--- config.mk ---
export PLATFORM = sky130hd
export DESIGN_NAME = tx_pulse_scheduler_flat
export DESIGN_NICKNAME = d
export VERILOG_FILES = /design/src/rtl/tx_pulse_scheduler_if.sv /design/src/rtl/tx_pulse_scheduler.sv /design/src/flat_wrapper.sv
export SDC_FILE = /design/constraint.sdc
export NUM_CORES = 1
export LEC_CHECK = 0
export CORE_ASPECT_RATIO = 1.25
export CORE_MARGIN = 1
export CORE_UTILIZATION = 45
export DETAILED_ROUTE_END_ITERATION = 16
export PLACE_DENSITY = 0.69
export SETUP_SLACK_MARGIN = 0.02
export SLEW_MARGIN = 30
export SYNTH_ARGS = -nofsm -noshare
export SYNTH_HDL_FRONTEND = slang
export SYNTH_SLANG_ARGS = --single-unit
--- constraint.sdc ---
create_clock -name clk -period 5.32 [get_ports clk]
set_input_delay 1.596 -clock clk [delete_from_list [all_inputs] [get_ports clk]]
set_output_delay 1.596 -clock clk [all_outputs]
set_load 0.005 [all_outputs]
--- src/rtl/tx_pulse_scheduler_if.sv ---
// Bundle between the delay-calculation / sequencing logic (master) and the
// transmit pulse scheduler (slave): table writes, fire/abort control,
// status and the per-channel pulser drive lines.
interface tx_pulse_scheduler_if #(
  parameter int NUM_CHANNELS = 16,
  parameter int DELAY_WIDTH  = 8
);
  localparam int IDX_WIDTH = (NUM_CHANNELS > 1) ? $clog2(NUM_CHANNELS) : 1;

  logic                    delay_wr_en;
  logic [IDX_WIDTH-1:0]    delay_wr_idx;
  logic [DELAY_WIDTH-1:0]  delay_wr_data;
  logic [3:0]              num_cycles;
  logic                    fire;
  logic                    abort;
  logic                    busy;
  logic                    done;
  logic [NUM_CHANNELS-1:0] tx_pos;
  logic [NUM_CHANNELS-1:0] tx_neg;

  modport master (
    output delay_wr_en, delay_wr_idx, delay_wr_data, num_cycles, fire, abort,
    input  busy, done, tx_pos, tx_neg
  );

  modport slave (
    input  delay_wr_en, delay_wr_idx, delay_wr_data, num_cycles, fire, abort,
    output busy, done, tx_pos, tx_neg
  );
endinterface

--- src/rtl/tx_pulse_scheduler.sv ---
// Transmit focusing scheduler: per-channel delay table plus a bipolar
// square-wave burst generator per channel. The FSM and channel generators
// run one cycle ahead of the registered outputs, so a channel with delay d
// shows tx_pos three edges plus d after the edge that samples fire.
module tx_pulse_scheduler #(
  parameter int NUM_CHANNELS = 16,
  parameter int DELAY_WIDTH  = 8,
  parameter int PULSE_HALF   = 2
) (
  input logic clk,
  input logic reset,
  tx_pulse_scheduler_if.slave bus
);
  localparam int IDX_WIDTH  = (NUM_CHANNELS > 1) ? $clog2(NUM_CHANNELS) : 1;
  localparam int HALF_WIDTH = (PULSE_HALF > 1) ? $clog2(PULSE_HALF) : 1;
  localparam logic [HALF_WIDTH-1:0]  HALF_LAST = HALF_WIDTH'(PULSE_HALF - 1);
  localparam logic [DELAY_WIDTH:0]   COUNT_MAX = {1'b1, {DELAY_WIDTH{1'b0}}};
  localparam logic [DELAY_WIDTH:0]   COUNT_ONE = (DELAY_WIDTH+1)'(1);

  typedef enum logic [1:0] {IDLE, ARM, FIRE, DONE} state_t;

  state_t                  state_reg, state_next;
  logic [DELAY_WIDTH:0]    count_reg;
  logic [3:0]              num_reg;
  logic                    abort_hit;
  logic                    table_wr;
  logic                    busy_reg, busy_next;
  logic                    done_reg, done_next;
  logic [NUM_CHANNELS-1:0] tx_pos_reg, tx_pos_next;
  logic [NUM_CHANNELS-1:0] tx_neg_reg, tx_neg_next;
  logic [NUM_CHANNELS-1:0] chan_pos, chan_neg, chan_active, chan_started;

  assign abort_hit = bus.abort && ((state_reg == ARM) || (state_reg == FIRE));
  assign table_wr  = bus.delay_wr_en && (state_reg == IDLE);

  generate
    for (genvar gi = 0; gi < NUM_CHANNELS; gi++) begin : g_chan
      logic [DELAY_WIDTH-1:0] delay_reg;
      logic                   active_reg;
      logic                   pos_phase_reg;
      logic [HALF_WIDTH-1:0]  half_reg;
      logic [3:0]             period_reg;
      logic                   start;

      // Start fires once: the saturating counter passes each value at most once
      assign start            = (state_reg == FIRE) && (count_reg == {1'b0, delay_reg});
      assign chan_started[gi] = count_reg > {1'b0, delay_reg};
      assign chan_active[gi]  = active_reg;
      assign chan_pos[gi]     = active_reg & pos_phase_reg;
      assign chan_neg[gi]     = active_reg & ~pos_phase_reg;

      // Delay entry: writable only while idle, kept across transmits
      always_ff @(posedge clk or negedge reset) begin
        if (!reset) begin
          delay_reg <= '0;
        end else if (table_wr && (bus.delay_wr_idx == IDX_WIDTH'(gi))) begin
          delay_reg <= bus.delay_wr_data;
        end
      end

      // Burst generator: positive half then negative half, num_reg periods
      always_ff @(posedge clk or negedge reset) begin
        if (!reset) begin
          active_reg    <= 1'b0;
          pos_phase_reg <= 1'b0;
          half_reg      <= '0;
          period_reg    <= '0;
        end else if (abort_hit) begin
          active_reg    <= 1'b0;
          pos_phase_reg <= 1'b0;
          half_reg      <= '0;
          period_reg    <= '0;
        end else if (start) begin
          active_reg    <= 1'b1;
          pos_phase_reg <= 1'b1;
          half_reg      <= '0;
          period_reg    <= '0;
        end else if (active_reg) begin
          if (half_reg == HALF_LAST) begin
            half_reg      <= '0;
            pos_phase_reg <= ~pos_phase_reg;
            if (!pos_phase_reg) begin
              period_reg <= period_reg + 4'd1;
              if (period_reg == (num_reg - 4'd1)) begin
                active_reg <= 1'b0;
              end
            end
          end else begin
            half_reg <= half_reg + HALF_WIDTH'(1);
          end
        end
      end
    end
  endgenerate

  // Delay counter: cleared while arming, saturating count during FIRE
  always_ff @(posedge clk or negedge reset) begin
    if (!reset) begin
      count_reg <= '0;
      num_reg   <= '0;
    end else if (state_reg == ARM) begin
      count_reg <= '0;
      num_reg   <= bus.num_cycles;
    end else if ((state_reg == FIRE) && (count_reg != COUNT_MAX)) begin
      count_reg <= count_reg + COUNT_ONE;
    end
  end

  // FSM state register
  always_ff @(posedge clk or negedge reset) begin
    if (!reset) state_reg <= IDLE;
    else        state_reg <= state_next;
  end

  // Next state and next values of the output registers
  always_comb begin
    state_next  = state_reg;
    busy_next   = 1'b0;
    done_next   = 1'b0;
    tx_pos_next = chan_pos;
    tx_neg_next = chan_neg;
    case (state_reg)
      IDLE: begin
        if (bus.fire) state_next = ARM;
      end
      ARM: begin
        busy_next = 1'b1;
        if (bus.abort || (bus.num_cycles == 4'd0)) state_next = DONE;
        else                                       state_next = FIRE;
      end
      FIRE: begin
        busy_next = 1'b1;
        if (bus.abort || ((&chan_started) && !(|chan_active))) state_next = DONE;
      end
      DONE: begin
        done_next  = 1'b1;
        state_next = IDLE;
      end
      default: state_next = IDLE;
    endcase
    if (abort_hit) begin
      tx_pos_next = '0;
      tx_neg_next = '0;
    end
  end

  // Registered outputs
  always_ff @(posedge clk or negedge reset) begin
    if (!reset) begin
      busy_reg   <= 1'b0;
      done_reg   <= 1'b0;
      tx_pos_reg <= '0;
      tx_neg_reg <= '0;
    end else begin
      busy_reg   <= busy_next;
      done_reg   <= done_next;
      tx_pos_reg <= tx_pos_next;
      tx_neg_reg <= tx_neg_next;
    end
  end

  assign bus.busy   = busy_reg;
  assign bus.done   = done_reg;
  assign bus.tx_pos = tx_pos_reg;
  assign bus.tx_neg = tx_neg_reg;
endmodule

--- src/flat_wrapper.sv ---
// flat-port wrapper written by rule: the top's interface ports become plain ports
module tx_pulse_scheduler_flat 
#(
  parameter int NUM_CHANNELS = 16,
  parameter int DELAY_WIDTH  = 8,
  parameter int PULSE_HALF   = 2
)
  (clk, reset, bus_delay_wr_en, bus_delay_wr_idx, bus_delay_wr_data, bus_num_cycles, bus_fire, bus_abort, bus_busy, bus_done, bus_tx_pos, bus_tx_neg);
  tx_pulse_scheduler_if #(.NUM_CHANNELS(NUM_CHANNELS), .DELAY_WIDTH(DELAY_WIDTH)) bus_i ();
  input logic clk;
  input logic reset;
  input wire logic [$bits(bus_i.delay_wr_en)-1:0] bus_delay_wr_en;
  input wire logic [$bits(bus_i.delay_wr_idx)-1:0] bus_delay_wr_idx;
  input wire logic [$bits(bus_i.delay_wr_data)-1:0] bus_delay_wr_data;
  input wire logic [$bits(bus_i.num_cycles)-1:0] bus_num_cycles;
  input wire logic [$bits(bus_i.fire)-1:0] bus_fire;
  input wire logic [$bits(bus_i.abort)-1:0] bus_abort;
  output wire logic [$bits(bus_i.busy)-1:0] bus_busy;
  output wire logic [$bits(bus_i.done)-1:0] bus_done;
  output wire logic [$bits(bus_i.tx_pos)-1:0] bus_tx_pos;
  output wire logic [$bits(bus_i.tx_neg)-1:0] bus_tx_neg;
  assign bus_i.delay_wr_en = bus_delay_wr_en;
  assign bus_i.delay_wr_idx = bus_delay_wr_idx;
  assign bus_i.delay_wr_data = bus_delay_wr_data;
  assign bus_i.num_cycles = bus_num_cycles;
  assign bus_i.fire = bus_fire;
  assign bus_i.abort = bus_abort;
  assign bus_busy = bus_i.busy;
  assign bus_done = bus_i.done;
  assign bus_tx_pos = bus_i.tx_pos;
  assign bus_tx_neg = bus_i.tx_neg;
  tx_pulse_scheduler #(.NUM_CHANNELS(NUM_CHANNELS), .DELAY_WIDTH(DELAY_WIDTH), .PULSE_HALF(PULSE_HALF)) u_core (.clk(clk), .reset(reset), .bus(bus_i));
endmodule
==> impl_metrics.ini <==
; physical design summary
[outcome]
outcome = finished clean

[synthesis]
edf_count = 0
mux_share = 0.0388
synth_top_cell_by_count = dfrtp_1
ys_ff = 289

[floorplanning]
tap_cells = 462
num_rows = 75

[cells_and_area]
nFillCells = 2987

[pwr]
powerSeq_mw = 2.99

[timing]
tns_ns = 0
finalMaxSlewViolations = 0
worst_pin_slew_ns = 0.987
fin_ws_ns = 1.85

[detailed_routing]
drt_iter0_drc = 680
drc = 0
top_layer = met4

[placement]
dp.cells = 2076

[worst_setup_path]
required_ns = 5.79
cp.depth = 9
r2r-start = u_core.count_reg[3]$_DFFE_PN0P_
pdn.png
Pins as bars on the die edge.
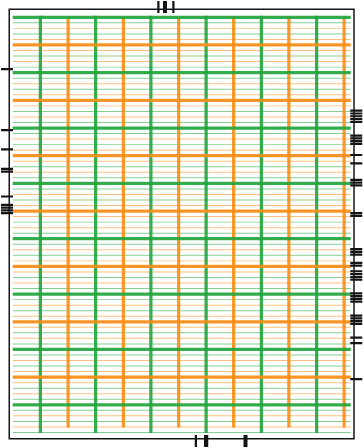
VDD -> orange
VSS -> green
met1 rails = 76
met5 straps = 15
met4 straps = 12
signal pins = 55
rows = 75
Core Region: 33900 µm²
Die H: 210 µm

gate_families.png
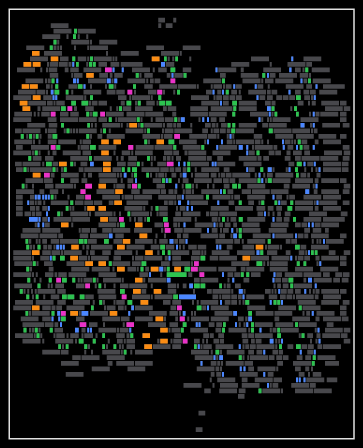
inverting AOI/OAI gates -> green  # cells 220, most used o21ai_0
multiplexers -> orange  # cells 54, most used mux2_2
NOR gates -> blue  # cells 177, most used nor2_1
AND-OR and OR-AND gates -> magenta  # cells 31, most used a21o_1
logic share of the area: 0.432
final non-filler cell total: 2134
most common cell after layout, fill and taps aside: dfrtp_1

zoom.png
Window x 17 to 67, y 133 to 183 µm. Cells in grey, sequential cells in the stronger grey; small squares are vias.
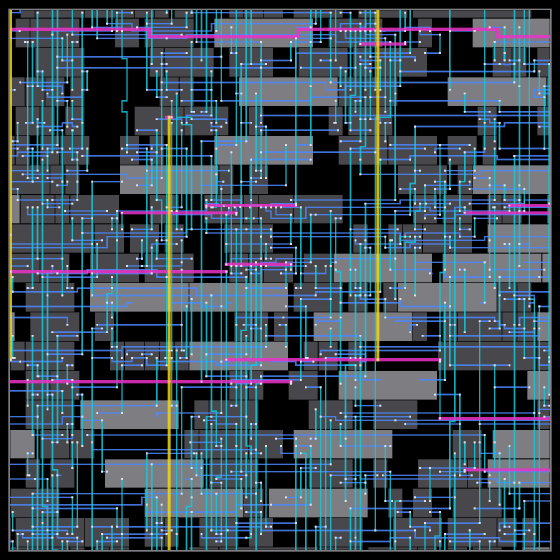
met1 -> blue
met2 -> cyan
met3 -> magenta
met4 -> yellow
most frequent = ha_1 (31), dfrtp_1 (23), nand2_1 (22)
netlist names of flops here include = u_core.g_chan.delay_reg (23)
sequential cells in the window = 23
cells with their middle in the window = 173

registers.png
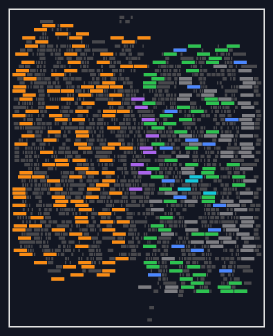
u_core.g_chan.delay_reg -> orange  # flops 128
u_core.count_reg -> purple  # flops 9, where centre
u_core.g_chan.half_reg -> blue  # flops 16
u_core.g_chan.period_reg -> green  # flops 64
u_core.num_reg -> cyan  # flops 4, where middle right
not coloured = 68

final_clocks.png
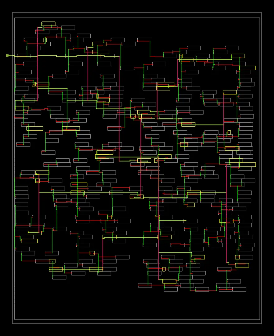
clk_skew: 0.0336 ns
P_clk: 2.41 mW

Power figures rest on the tool's default switching activity, not on a simulated workload.
